<file path="src/rtl/key_pkg.sv">
// Shared types and constants for the key debounce slice.
package key_pkg;

    typedef enum logic [1:0] {
        ST_RELEASED     = 2'd0,
        ST_PRESS_WAIT   = 2'd1,
        ST_PRESSED      = 2'd2,
        ST_RELEASE_WAIT = 2'd3
    } key_state_e;

    localparam int DEFAULT_DEBOUNCE_CYCLES = 240000;

    // Smallest width w with 2**w > n, so a counter can hold every value 0..n.
    function automatic int cnt_width(input int n);
        int w;
        w = 1;
        while ((64'd1 << w) <= 64'(n)) begin
            w = w + 1;
        end
        return w;
    endfunction

endpackage

</file>
<file path="src/rtl/key_debounce_channel.sv">
// One key: 2-flop synchroniser, debounce FSM with stability counter, registered outputs.
module key_debounce_channel
    import key_pkg::*;
#(
    parameter int DEBOUNCE_CYCLES = DEFAULT_DEBOUNCE_CYCLES,
    parameter int CNT_W           = cnt_width(DEFAULT_DEBOUNCE_CYCLES),
    parameter int KEY_ACTIVE_LOW  = 1
) (
    input  logic clk,
    input  logic rst,
    input  logic key_in,
    output logic key_level,
    output logic key_press,
    output logic key_release,
    output logic key_toggle
);

    localparam logic             IDLE_PIN = (KEY_ACTIVE_LOW != 0);
    localparam logic [CNT_W-1:0] CNT_MAX  = CNT_W'(DEBOUNCE_CYCLES - 1);

    logic             sync1_q, sync2_q;
    logic             sync1_d, sync2_d;
    key_state_e       state_q, state_d;
    logic [CNT_W-1:0] cnt_q, cnt_d;
    logic             level_q, level_d;
    logic             press_q, press_d;
    logic             release_q, release_d;
    logic             toggle_q, toggle_d;
    logic             act;

    // act = 1 means pressed regardless of board polarity.
    assign act = sync2_q ^ IDLE_PIN;

    always_comb begin
        sync1_d   = key_in;
        sync2_d   = sync1_q;
        state_d   = state_q;
        cnt_d     = cnt_q;
        level_d   = level_q;
        press_d   = 1'b0;
        release_d = 1'b0;
        toggle_d  = toggle_q;
        case (state_q)
            ST_RELEASED: begin
                if (act) begin
                    state_d = ST_PRESS_WAIT;
                    cnt_d   = '0;
                end
            end
            ST_PRESS_WAIT: begin
                if (!act) begin
                    state_d = ST_RELEASED;
                    cnt_d   = '0;
                end else if (cnt_q == CNT_MAX) begin
                    state_d  = ST_PRESSED;
                    cnt_d    = '0;
                    level_d  = 1'b1;
                    press_d  = 1'b1;
                    toggle_d = ~toggle_q;
                end else begin
                    cnt_d = cnt_q + CNT_W'(1);
                end
            end
            ST_PRESSED: begin
                if (!act) begin
                    state_d = ST_RELEASE_WAIT;
                    cnt_d   = '0;
                end
            end
            ST_RELEASE_WAIT: begin
                if (act) begin
                    state_d = ST_PRESSED;
                    cnt_d   = '0;
                end else if (cnt_q == CNT_MAX) begin
                    state_d   = ST_RELEASED;
                    cnt_d     = '0;
                    level_d   = 1'b0;
                    release_d = 1'b1;
                end else begin
                    cnt_d = cnt_q + CNT_W'(1);
                end
            end
            default: begin
                state_d = ST_RELEASED;
                cnt_d   = '0;
            end
        endcase
    end

    always_ff @(posedge clk or posedge rst) begin
        if (rst) begin
            sync1_q   <= IDLE_PIN;
            sync2_q   <= IDLE_PIN;
            state_q   <= ST_RELEASED;
            cnt_q     <= '0;
            level_q   <= 1'b0;
            press_q   <= 1'b0;
            release_q <= 1'b0;
            toggle_q  <= 1'b0;
        end else begin
            sync1_q   <= sync1_d;
            sync2_q   <= sync2_d;
            state_q   <= state_d;
            cnt_q     <= cnt_d;
            level_q   <= level_d;
            press_q   <= press_d;
            release_q <= release_d;
            toggle_q  <= toggle_d;
        end
    end

    assign key_level   = level_q;
    assign key_press   = press_q;
    assign key_release = release_q;
    assign key_toggle  = toggle_q;

endmodule

</file>
<file path="src/rtl/key_debounce.sv">
// Multi-channel push-button conditioner: one independent debounce channel per key.
module key_debounce
    import key_pkg::*;
#(
    parameter int NUM_KEYS        = 4,
    parameter int DEBOUNCE_CYCLES = DEFAULT_DEBOUNCE_CYCLES,
    parameter int CNT_W           = cnt_width(DEFAULT_DEBOUNCE_CYCLES),
    parameter int KEY_ACTIVE_LOW  = 1
) (
    input  logic                clk,
    input  logic                rst,
    input  logic [NUM_KEYS-1:0] key_in,
    output logic [NUM_KEYS-1:0] key_level,
    output logic [NUM_KEYS-1:0] key_press,
    output logic [NUM_KEYS-1:0] key_release,
    output logic [NUM_KEYS-1:0] key_toggle
);

    for (genvar i = 0; i < NUM_KEYS; i++) begin : g_key
        key_debounce_channel #(
            .DEBOUNCE_CYCLES(DEBOUNCE_CYCLES),
            .CNT_W          (CNT_W),
            .KEY_ACTIVE_LOW (KEY_ACTIVE_LOW)
        ) u_chan (
            .clk        (clk),
            .rst        (rst),
            .key_in     (key_in[i]),
            .key_level  (key_level[i]),
            .key_press  (key_press[i]),
            .key_release(key_release[i]),
            .key_toggle (key_toggle[i])
        );
    end

endmodule

</file>
<file path="config.mk">
export PLATFORM = sky130hd
export DESIGN_NAME = key_debounce
export DESIGN_NICKNAME = d
export VERILOG_FILES = /design/src/rtl/key_pkg.sv /design/src/rtl/key_debounce_channel.sv /design/src/rtl/key_debounce.sv
export SDC_FILE = /design/constraint.sdc
export NUM_CORES = 1
export LEC_CHECK = 0
export ABC_AREA = 1
export CORE_MARGIN = 2
export CORE_UTILIZATION = 45
export DETAILED_ROUTE_END_ITERATION = 7
export SLEW_MARGIN = 20
export SYNTH_ARGS = -nofsm -noshare
export SYNTH_HDL_FRONTEND = slang
export SYNTH_SLANG_ARGS = --single-unit
</file>
<file path="constraint.sdc">
create_clock -name clk -period 8.6 [get_ports clk]
set_input_delay 2.58 -clock clk [delete_from_list [all_inputs] [get_ports clk]]
set_output_delay 2.58 -clock clk [all_outputs]
set_load 0.005 [all_outputs]
</file>
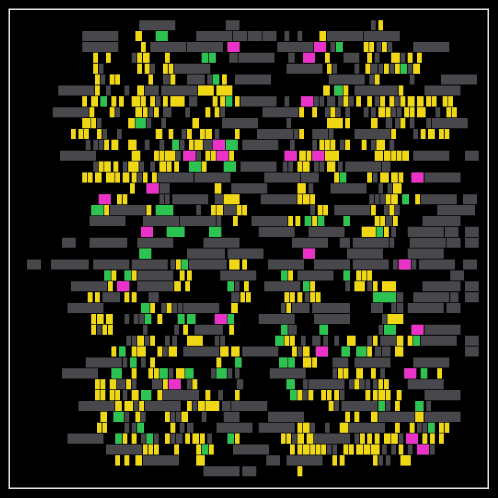
(images/gates.png)
(4 px per µm)
- yellow: nand cells (cells 365; where widely spread)
- magenta: xor and xnor cells (cells 23)
- green: aoi and oai cells (cells 67)
logic share of the area: 44.0%
Cell Count, Final, Fillers Out: 987
Top cell excl fill/tap: nand2_1

==> flow_summary.json <==
{
  "hold_violations": 0,
  "nets": 816,
  "netlist_area_um2": 5990,
  "crit_cells": 3,
  "critical_path_class": "input port to asynchronous set/reset pin",
  "adder_share_pct": 0.835,
  "min_path_type": "register to register",
  "clk_transition_reported_paths_ns": 0.07,
  "cp_cell_sequence": "clkdlybuf4s50_1 > inv_4 > buf_4",
  "overflow": 0,
  "use_met3_pct": 2.54,
  "whs_ns": 0.358,
  "busiest_layer": "met2",
  "ios": 22,
  "route.met2.wl_um": 5730,
  "cts_setup_buffers": 0,
  "critPathLaunch": "rst",
  "edf_count": 0,
  "grt_pass1_wl_um": 21300,
  "rrSetupSlack_ns": 6.85,
  "run_status": "finished clean",
  "chipArea_um2": 14300,
  "async_reset_ff_share_pct": 100,
  "drt_iter0_drc": 319,
  "wire_per_inst_um": 12.5,
  "synth_cell_types": 41,
  "tns_ns": 0,
  "portBuffers": 21,
  "slew_viol_final": 0,
  "top_cell_area_share_pct": 40.1,
  "dr_wl_met3_um": 368,
  "r2r_start": "g_key[0].u_chan.cnt_q[0]",
  "ctsHoldBuffers": 0,
  "drt-vias-per-instance": 5.01,
  "yosys_warnings": 0,
  "cts_resized": 0,
  "drive_gt1_share_pct": 9.74,
  "pre_cts_ws_ns": 4.30,
  "largest_register_ffs": 72,
  "min_period_over_period_pct": 44.2,
  "tightest_slew_ns": 0.884,
  "cp_data_required_time_ns": 8.96,
  "cts_tree": "yes",
  "vdd.ir_drop.worst_mv": 0.113,
  "synth_nets": 810,
  "drv_cap": 0,
  "worstReg2RegEnd": "g_key[0].u_chan.cnt_q[13]",
  "synthTopCellsByCount": "nand2_1 (265), nor2_1 (97), dfrtp_1 (96), inv_1 (74), nand3_1 (57)",
  "ys_sh_xor_pct": 3.36,
  "coreArea_um2": 13100,
  "met2_usage_pct": 30.3,
  "tool_warnings": 26,
  "area_growth_pct": 8.85,
  "cp_max_fo": 72,
  "drt_pass1_iterations": 5,
  "grt_usage_pct": 18.3,
  "n_fill_cell": 1291,
  "cp.arrival_ns": 4.15,
  "cts-buffers-inserted": 9,
  "critPathLaunchType": "input port"
}
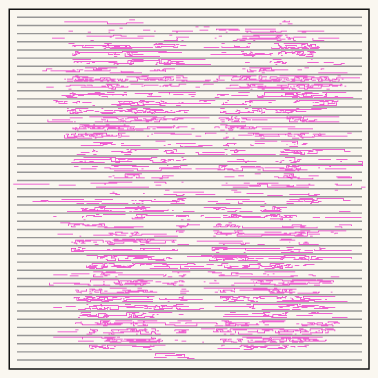
(images/m1.png)
(3 px per µm) Supply wires on this layer in gray.
- longest straight run: 34.5 µm
- nets with wire on the layer: 764
- share of all routed wire: 49%
- main direction: horizontal
Post-Route WL: 12,300 µm
total number of vias: 4,943
GR Util met1: 24.4%

area by class of cell:
type,count,area [µm²],area share (%)
clock inverters,5,57.6,0.882
inverters,82,312,4.78
multi-input cells,587,2870,44.0
well taps,176,220,3.38
flip-flops and latches,104,2610,40.1
clock buffers,11,233,3.57
repair buffers,22,218,3.34
how the worst min path moves through the flow:
stage / startpoint / endpoint / slack [ns] / cells past startpoint
floorplan: g_key[0].u_chan.sync1_q / g_key[0].u_chan.sync2_q / 0.35 / 0
finish: g_key[3].u_chan.sync1_q / g_key[3].u_chan.sync2_q / 0.36 / 0
CTS: g_key[3].u_chan.sync1_q / g_key[3].u_chan.sync2_q / 0.36 / 0
detailed placement: g_key[3].u_chan.sync1_q / g_key[3].u_chan.sync2_q / 0.35 / 0
global placement: g_key[3].u_chan.sync1_q / g_key[3].u_chan.sync2_q / 0.35 / 0
global route: g_key[3].u_chan.sync1_q / g_key[3].u_chan.sync2_q / 0.37 / 0
worst register-to-register path: stages, from the launching register on:
cell and delay, ns:
dfrtp_1 0.50, ha_1 0.25, nand2_1 0.08, nor2_1 0.14, nand3_2 0.14, nand2_4 0.25
inv_2 0.13, nand3_1 0.10, nand2_1 0.06
metrics by stage:
stage	power, mW	instance area [µm²]
5_1_grt	1.29	6520
3_5_place_dp	0.825	6230
3_3_place_gp	0.818	6230
2_1_floorplan	0.770	5990
6_report	1.22	6520
4_1_cts	1.24	6520
report_power, final:
| group | leakage, nW | total [mW] | internal [mW] | switching [mW] |
|---|---|---|---|---|
| Combinational | 1.33 | 0.249 | 0.0643 | 0.185 |
| Sequential | 1.41 | 0.563 | 0.525 | 0.0381 |
| Clock | 0.132 | 0.407 | 0.226 | 0.182 |
| Total | 2.87 | 1.22 | 0.815 | 0.405 |
Power figures rest on the tool's default switching activity, not on a simulated workload.
